==> config.mk <==
export PLATFORM = sky130hd
export DESIGN_NAME = darkriscv_dbus_bridge_flat
export DESIGN_NICKNAME = d
export VERILOG_FILES = /design/src/rtl/darkriscv_dbus_bridge_if.sv /design/src/rtl/darkriscv_dbus_bridge.sv /design/src/flat_wrapper.sv
export SDC_FILE = /design/constraint.sdc
export NUM_CORES = 1
export LEC_CHECK = 0
export ABC_AREA = 1
export CORE_MARGIN = 2
export CORE_UTILIZATION = 44
export DETAILED_ROUTE_END_ITERATION = 10
export PLACE_DENSITY_LB_ADDON = 0.15
export SLEW_MARGIN = 20
export SYNTH_ARGS = -nofsm -noshare
export SYNTH_HDL_FRONTEND = slang
export SYNTH_SLANG_ARGS = --single-unit
==> constraint.sdc <==
create_clock -name clk -period 1.7 [get_ports clk]
set_input_delay 0.34 -clock clk [delete_from_list [all_inputs] [get_ports clk]]
set_output_delay 0.34 -clock clk [all_outputs]
set_load 0.02 [all_outputs]
==> images/floorplan.png <==
Pins as bars on the die edge. Tap cells in grey.
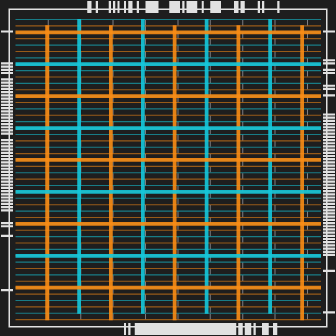
[VDD] cyan
[VSS] orange
met1 rails: 48
tap cells: 220
met5 straps: 9
met4 straps: 9
signal pins: 205
Max VDD drop: 0.894 mV
DIE HEIGHT: 135 um
DIE WIDTH: 135 um
area of the core: 16,600 um2

==> images/class_map.png <==
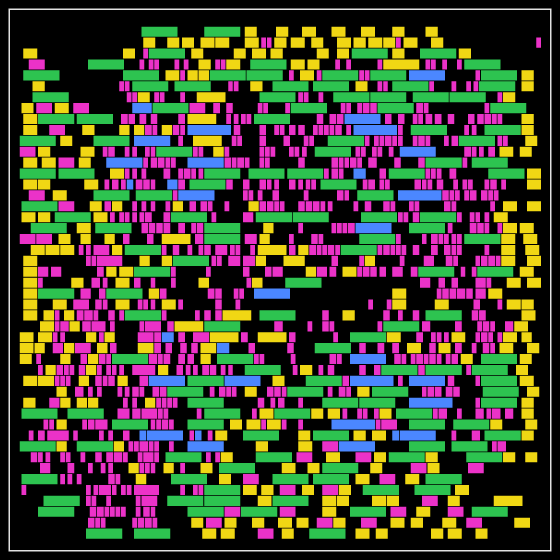
[sequential cells] green | cells: 146 | share of their area: 36%
[clock drivers and dummy loads] blue | cells: 32 | share of their area: 6.5%
[remaining logic cells] magenta | cells: 709 | share of their area: 33%
[remaining buffers and delay cells] yellow | cells: 266 | share of their area: 25%
# rows: 47
Final Util: 63.5%
Seq area share: 34.6%
Final Instance Area: 10,600 um2

==> images/clock_wires.png <==
Bar = 50 um.
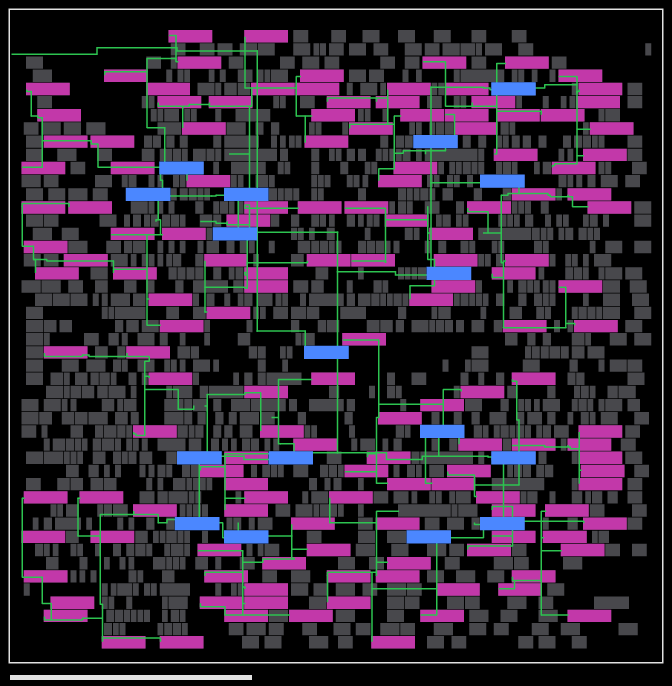
[clock-net drivers] blue | count: 17
[clock wires] green | length: 1,890 um
[flip-flops] magenta | count: 146
flops lie: spread over the die
routed clock nets: 18
clock share of power: 21.0%
clock group power: 0.00427 W

==> images/layers.png <==
Bar = 50 um.
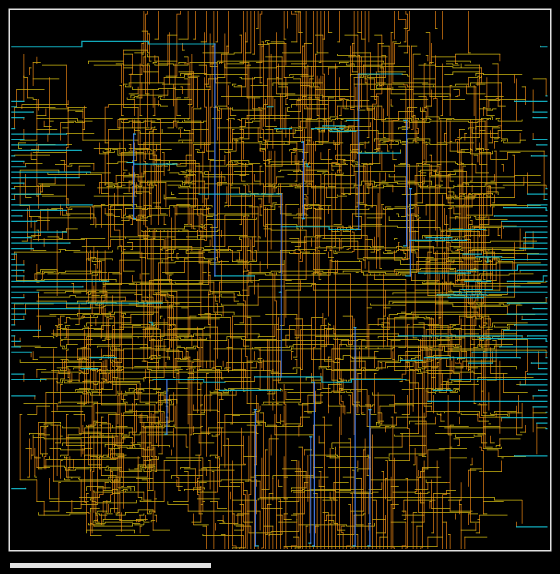
[M2] orange | wire length: 10,200 um
[M4] blue | wire length: 439 um
[M1] yellow | wire length: 9,010 um
[M3] cyan | wire length: 1,190 um
Vias: 6,725
drt wl/cell: 15.1 um
GR Util All Layers: 23.7%
final wirelength: 20,800 um

==> impl_metrics.tcl <==
# collected from the flow reports
set metrics [dict create \
    avgSynthCellArea_um2 8.06 \
    wl_met2_um 10200 \
    powerComb_w 0.0104 \
    lay_top_count "nand2_1" \
    firstDrtPassIters 5 \
    synth-xor-area-share_pct 0.350 \
    nNetsFinal 1245 \
    finalClockPeriodUsage_pct 103 \
    tightest_slew_ps 817 \
    simple_gate_area_share_pct 29.6 \
    top_area_share_pct 48.7 \
    switching_power_w 0.00834 \
    dr_wl_met3_um 1190 \
    finalClockSkew_ps 8.56 \
    chip_area_um2 18100 \
    ys_types 32 \
    hold_buffers 0 \
    synthMuxAreaShare_pct 4.50 \
    switching_share_pct 40.9 \
    syn_inst 931 \
    drc 0 \
    cts.sinks 146 \
    cp_max_fo 4 \
    place.gp.congestion 0.826 \
    synth.area.top_cells "dfrtp_1, nand2_1, nand3_1" \
    critPathLaunchType "register" \
    layout_min_cycle_time_ps 1760 \
    top_usage_layer "met2" \
    use_met1_pct 29.9 \
    pwr_density_cell_nw_per_um2 1930 \
    io_pins 205 \
    grt_overflow 0 \
    hpwlAfterDp_um 15400 \
    power-top-group "combinational logic" \
    ys_chip_area_um2 7510 \
    htree_levels 4 \
    ctsResizeCount 116 \
    yosys_register_bits 146 \
    status "complete, but fails checks" \
    drtIter0Drc 391 \
    cts_tree "built" \
    setup_viol 2 \
    layout_setup_ws_ps -58.2 \
    setup_tns_ps -60.6 \
    use_met2_pct 40.0 \
    violations "negative setup slack" \
    flop_cell "dfrtp_1" \
    regToRegSetupSlack_ps 0 \
    internal-power_w 0.0120 \
    hold_viol_final 0 \
    synth-adder-area-share_pct 0.167 \
    timing.fmax_mhz 569 \
    relSlewSlack_pct 45.6 \
    compound_area_share_pct 6.02 \
    critPathKind "reg2out" \
    clk_pin_slew_ps 60 \
    grt_max_degree 147 \
    cp.arrival_ps 1420 \
    rsz0062_at_grt "true" \
    highest_layer "met4" \
    cts_root_buffer "clkbuf_16" \
    p_leak_nw 5.59 \
    fp_util_pct 45.1 \
    vias_per_cell 4.90 \
    ys_cells 931 \
    top_area_cell "dfrtp_1" \
    slew_viol_final 0 \
    top_cell "nand2_1" \
    postRouteAntennaNets 0 \
    ys_async_sr_fraction_pct 100 \
    syn2layout_area_growth_pct 40.7 \
    hold_class "in2async" \
    numCtsBuffers 17 \
    p_seq_w 0.00574 \
    grt_pass1_vias 6789 \
    lay_top_cells "nand2_1, dfrtp_1, nand3_1" \
    n_antenna_cell 0 \
    wl_met1_um 9010 \
    ys_seq_share_pct 48.7 \
    topCombFamilyByArea "simple AND/OR/NAND/NOR gates" \
    reg2regPathDepth 11 \
    critPathCaptureType "primary output" \
    grt_util_met3_pct 5.71 \
    combPwrFrac_pct 50.8 \
    cp.required_ps 1360 \
    pwr-share-seq_pct 28.2 \
    drive_gt1_share_pct 14.7 \
    warning_count 30 \
    grt_pass1_wl_um 33700 \
]
-- area by class of cell --
class	count	area, um2
Fill cell	1496	6080
Sequential cell	146	3650
Multi-Input combinational cell	625	3100
Timing Repair Buffer	266	2540
Clock buffer	18	439
Inverter	84	318
Tap cell	220	275
Clock inverter	14	234
-- metrics by stage --
step	hold slack, ps	std cells	setup WS (ps)	total power [W]	instance area [um2]
after floorplan	44.4	932	4.40	0.0126	7510
after global placement	451	1334	-415	0.0165	9870
after detailed placement	447	1334	-412	0.0167	9870
after CTS	154	1369	-49.2	0.0203	10500
after global routing	153	1373	-95.7	0.0218	10600
final	87.5	1373	-58.2	0.0204	10600
-- worst max-delay path: stages, from the launching register on --
cell and delay, ps:
dfrtp_1 370, inv_2 110, nand3_1 200, nand2_2 170
buf_4 150
Power and IR drop assume default switching activity.
